File: src/rtl/pipe_hazard_ctrl.sv
// Hazard and sequencing controller for the 5-stage RV32 pipeline.
// Drives en/clr for each inter-stage register and the PC enable. It resolves
// load-use stalls, taken-branch flushes, imem/dmem wait states and operand
// forwarding. It also keeps a stall-cycle counter and a dmem timeout watchdog.
module pipe_hazard_ctrl #(
  parameter int REG_ADDR_WIDTH = 5,
  parameter int CNT_WIDTH      = 32,
  parameter int DMEM_TIMEOUT   = 256
) (
  input  logic                      clk,
  input  logic                      rst,
  input  logic [REG_ADDR_WIDTH-1:0] id_rs1,
  input  logic [REG_ADDR_WIDTH-1:0] id_rs2,
  input  logic                      id_uses_rs1,
  input  logic                      id_uses_rs2,
  input  logic [REG_ADDR_WIDTH-1:0] ex_rs1,
  input  logic [REG_ADDR_WIDTH-1:0] ex_rs2,
  input  logic [REG_ADDR_WIDTH-1:0] ex_rd,
  input  logic                      ex_mem_read,
  input  logic                      ex_branch_taken,
  input  logic [REG_ADDR_WIDTH-1:0] mem_rd,
  input  logic [REG_ADDR_WIDTH-1:0] wb_rd,
  input  logic                      mem_reg_write,
  input  logic                      wb_reg_write,
  input  logic                      imem_ready,
  input  logic                      dmem_req,
  input  logic                      dmem_ready,
  output logic                      pc_en,
  output logic                      if_id_en,
  output logic                      if_id_clr,
  output logic                      id_ex_en,
  output logic                      id_ex_clr,
  output logic                      ex_mem_en,
  output logic                      ex_mem_clr,
  output logic                      mem_wb_en,
  output logic                      mem_wb_clr,
  output logic [1:0]                fwd_a,
  output logic [1:0]                fwd_b,
  output logic [1:0]                state,
  output logic [CNT_WIDTH-1:0]      stall_cnt,
  output logic                      err_timeout
);

  // Wide enough to hold DMEM_TIMEOUT-1 with headroom to saturate above it.
  localparam int WAIT_W = $clog2(DMEM_TIMEOUT) + 1;

  typedef enum logic [1:0] {
    ST_RUN        = 2'b00,
    ST_FETCH_WAIT = 2'b01,
    ST_MEM_WAIT   = 2'b10
  } state_t;

  state_t              state_reg, state_next;
  logic [CNT_WIDTH-1:0] stall_cnt_reg;
  logic [WAIT_W-1:0]    wait_cnt_reg;
  logic                 err_reg;

  logic dmem_busy;
  logic load_use;

  assign dmem_busy = dmem_req & ~dmem_ready;
  assign load_use  = ex_mem_read & (ex_rd != '0) &
                     ((id_uses_rs1 & (id_rs1 == ex_rd)) |
                      (id_uses_rs2 & (id_rs2 == ex_rd)));

  // Pipeline register controls by priority; a clr always comes with its en.
  always_comb begin
    pc_en      = 1'b1;
    if_id_en   = 1'b1;
    if_id_clr  = 1'b0;
    id_ex_en   = 1'b1;
    id_ex_clr  = 1'b0;
    ex_mem_en  = 1'b1;
    ex_mem_clr = 1'b0;
    mem_wb_en  = 1'b1;
    mem_wb_clr = 1'b0;
    if (rst) begin
      pc_en      = 1'b0;
      if_id_clr  = 1'b1;
      id_ex_clr  = 1'b1;
      ex_mem_clr = 1'b1;
      mem_wb_clr = 1'b1;
    end else if (dmem_busy) begin
      // Freeze everything up to MEM; WB gets a bubble so it never retires twice.
      pc_en      = 1'b0;
      if_id_en   = 1'b0;
      id_ex_en   = 1'b0;
      ex_mem_en  = 1'b0;
      mem_wb_clr = 1'b1;
    end else if (ex_branch_taken) begin
      // Branch held through a freeze lands here on the first non-busy cycle.
      if_id_clr = 1'b1;
      id_ex_clr = 1'b1;
    end else if (load_use) begin
      pc_en     = 1'b0;
      if_id_en  = 1'b0;
      id_ex_clr = 1'b1;
    end else if (!imem_ready) begin
      pc_en     = 1'b0;
      if_id_clr = 1'b1;
    end
  end

  // Operand forwarding for both EX sources; MEM beats WB and x0 never forwards.
  logic [REG_ADDR_WIDTH-1:0] ex_src [2];
  logic [1:0]                fwd_sel [2];

  assign ex_src[0] = ex_rs1;
  assign ex_src[1] = ex_rs2;

  generate
    for (genvar gi = 0; gi < 2; gi++) begin : g_fwd
      // Select the youngest in-flight producer of this operand.
      always_comb begin
        fwd_sel[gi] = 2'b00;
        if (mem_reg_write && (mem_rd != '0) && (mem_rd == ex_src[gi])) begin
          fwd_sel[gi] = 2'b10;
        end else if (wb_reg_write && (wb_rd != '0) && (wb_rd == ex_src[gi])) begin
          fwd_sel[gi] = 2'b01;
        end
      end
    end
  endgenerate

  assign fwd_a = fwd_sel[0];
  assign fwd_b = fwd_sel[1];

  // Next sequencing state, data-memory wait dominating fetch wait.
  always_comb begin
    state_next = ST_RUN;
    if (dmem_busy) begin
      state_next = ST_MEM_WAIT;
    end else if (!imem_ready && !ex_branch_taken && !load_use) begin
      state_next = ST_FETCH_WAIT;
    end
  end

  // State, stall counter, dmem wait counter and sticky timeout flag.
  always_ff @(posedge clk) begin
    if (rst) begin
      state_reg     <= ST_RUN;
      stall_cnt_reg <= '0;
      wait_cnt_reg  <= '0;
      err_reg       <= 1'b0;
    end else begin
      state_reg <= state_next;
      if (!pc_en && (stall_cnt_reg != '1)) begin
        stall_cnt_reg <= stall_cnt_reg + CNT_WIDTH'(1);
      end
      if (dmem_busy) begin
        if (wait_cnt_reg != '1) begin
          wait_cnt_reg <= wait_cnt_reg + WAIT_W'(1);
        end
        if (wait_cnt_reg == WAIT_W'(DMEM_TIMEOUT - 1)) begin
          err_reg <= 1'b1;
        end
      end else begin
        wait_cnt_reg <= '0;
      end
    end
  end

  assign state       = state_reg;
  assign stall_cnt   = stall_cnt_reg;
  assign err_timeout = err_reg;

endmodule

File: config.mk
export PLATFORM = sky130hd
export DESIGN_NAME = pipe_hazard_ctrl
export DESIGN_NICKNAME = d
export VERILOG_FILES = /design/src/rtl/pipe_hazard_ctrl.sv
export SDC_FILE = /design/constraint.sdc
export NUM_CORES = 1
export LEC_CHECK = 0
export CAP_MARGIN = 20
export CORE_MARGIN = 2
export CORE_UTILIZATION = 30
export CTS_CLUSTER_DIAMETER = 30
export DETAILED_ROUTE_END_ITERATION = 16
export PLACE_DENSITY_LB_ADDON = 0.25
export SYNTH_ARGS = -nofsm -noshare
export SYNTH_HDL_FRONTEND = slang
export SYNTH_SLANG_ARGS = --single-unit
File: constraint.sdc
create_clock -name clk -period 4.4 [get_ports clk]
set_input_delay 0.44 -clock clk [delete_from_list [all_inputs] [get_ports clk]]
set_output_delay 0.44 -clock clk [all_outputs]
set_load 0.01 [all_outputs]
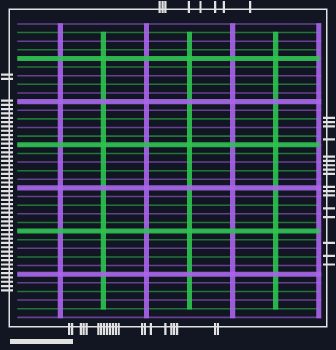
Fig. 1. Supply network (run 1).
The bar under the picture is 20 µm long. Pins as bars on the die edge.
Key: purple = VSS; green = VDD
The core has 34 rows. 6 straps on met5. 7 straps on met4. 94 signal pins sit on the boundary. 35 met1 rails follow the rows.

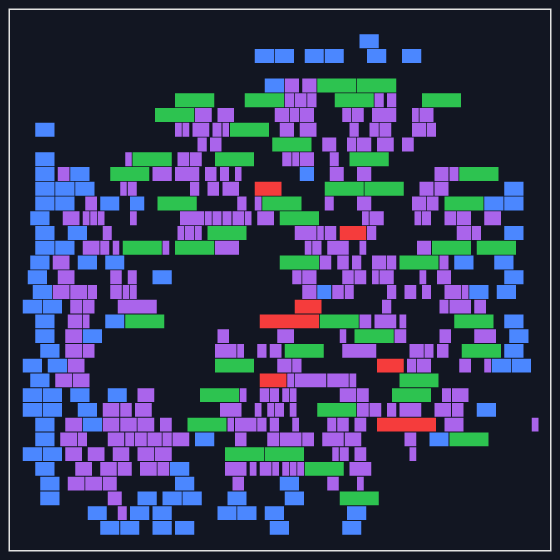
Fig. 2. Placed cells, one color a class (run 1).
Key: green = sequential cells [cells 44]; purple = combinational and other logic [cells 264]; blue = remaining buffers and delay cells [cells 95]; red = clock drivers and dummy loads [cells 7]

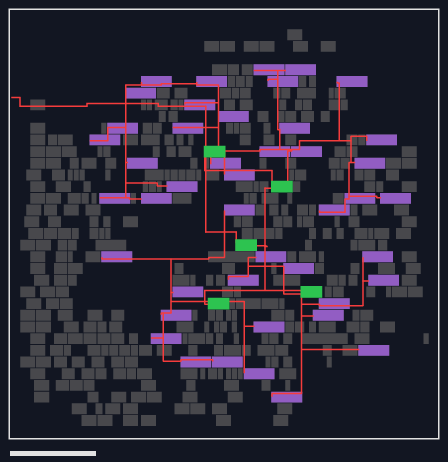
Fig. 3. Clock network drawn from the DEF (run 1).
The bar under the picture is 20 µm long.
Key: purple = flip-flops [count 44]; red = clock wires [length 646 µm]; green = clock drivers [count 5]
There are 6 routed clock nets.

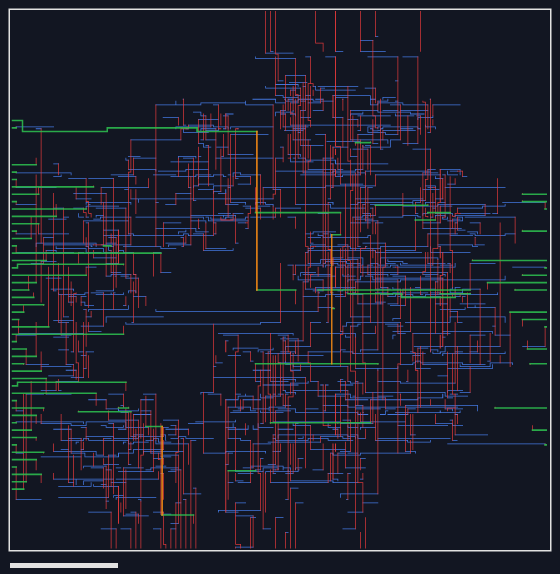
Fig. 4. Wiring by layer (run 1).
The bar under the picture is 20 µm long.
Key: green = metal 3 [wire length 566 µm]; blue = metal 1 [wire length 3,130 µm]; red = metal 2 [wire length 3,210 µm]; orange = metal 4 [wire length 69.4 µm]

==> notes.md, run 1 <==
yosys + openroad results -> CTS max path bufs=2, diode count=0, DRC=0, combinational logic power=133 µW, slew of the pin with the lowest slew margin=1022 ps, Clk Tree Root Cell=clkbuf_8, pin count of the biggest net entering global routing=51, outcome=completed, Overall Power=900.9 µW, gr usage total=14.37%, max-slew violations=0, required time of the critical path=3960 ps, LEAKAGE=1.311 nW, final instance area=3829 µm², Post-synth seq share=32.13%, core area=8806 µm², GR Util met1=17.99%, DP Wirelength=5.172 mm, met3 WL=565 µm, GR Layer Usage met2=24.17%, crit-path leading delay family=buffers and inverters, routed length per instance=13.47 µm, combinational fraction of design power=14.8%
## Run 2: what changed since run 1
==> constraint.sdc (replaced) <==
create_clock -name clk -period 2.7 [get_ports clk]
set_input_delay 0.27 -clock clk [delete_from_list [all_inputs] [get_ports clk]]
set_output_delay 0.27 -clock clk [all_outputs]
set_load 0.01 [all_outputs]
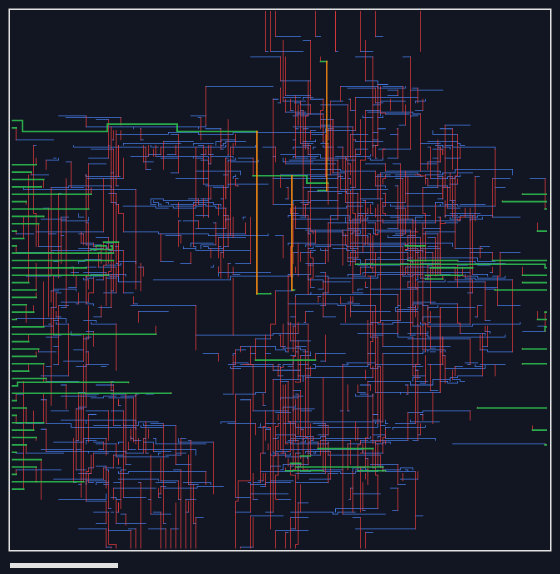
Fig. 5. Wiring by layer (run 2).
The bar under the picture is 20 µm long.
Key: green = metal 3 [wire length 578 µm]; orange = metal 4 [wire length 74.8 µm]; red = metal 2 [wire length 3,320 µm]; blue = metal 1 [wire length 3,170 µm]

==> notes.md, run 2 <==
yosys + openroad results -> met2 wire len=3.322 mm, vias in the first global route=2,601, largest power group=sequential cells, leading post-synthesis cells by cell area=dfxtp_1 (32%), xnor2_1 (5.8%), or4_1 (5.5%), Worst Hold Class=reg2reg, FMAX=0.3962 GHz, pin count of the biggest net entering global routing=48 (-5.9%), register-to-register setup slack=400 ps, clk tree area frac=2.065%, core area=8806 µm² (unchanged), GR Layer Usage met2=24.43% (+0.26 points), Hold Buf Count CTS=0, combinational logic power=231 µW (+74%), CTS max path bufs=2 (unchanged), switching component of the power=333.7 µW, Clk Tree Root Cell=clkbuf_8, LEAKAGE=1.408 nW (+7.4%), crit path time final=2524 ps, DRC=0 (unchanged), Worst Setup EP=if_id_en, Post-synth seq share=32.13% (unchanged), required time of the critical path=2430 ps (-1530 ps), diode count=0 (unchanged), Register Area=880.8 µm², Seq group=660 µW, DP Wirelength=5.434 mm (+5.1%), Unique cell types=40, GR Util met1=17.97% (-0.023 points), max-slew violations=0 (unchanged), YS warnings=0, Slowest cell on crit path=clkdlybuf4s50_1, Rows=34, TritonCTS clock tree=built, outcome=completed, routed length per instance=13.34 µm (-0.99%), final instance area=3938 µm² (+2.8%), Synth Area in Simple Gates=32.18%, Crit Path Max Fanout=3, crit-path leading delay family=buffers and inverters, Overall Power=1.296 mW (+44%), combinational fraction of design power=17.8% (+3.0 points), Post-CTS Setup Bufs=0, met3 WL=578 µm (+2.3%), placed inst area=3847 µm², gr usage total=14.37% (about the same)
Power figures rest on the tool's default switching activity, not on a simulated workload.
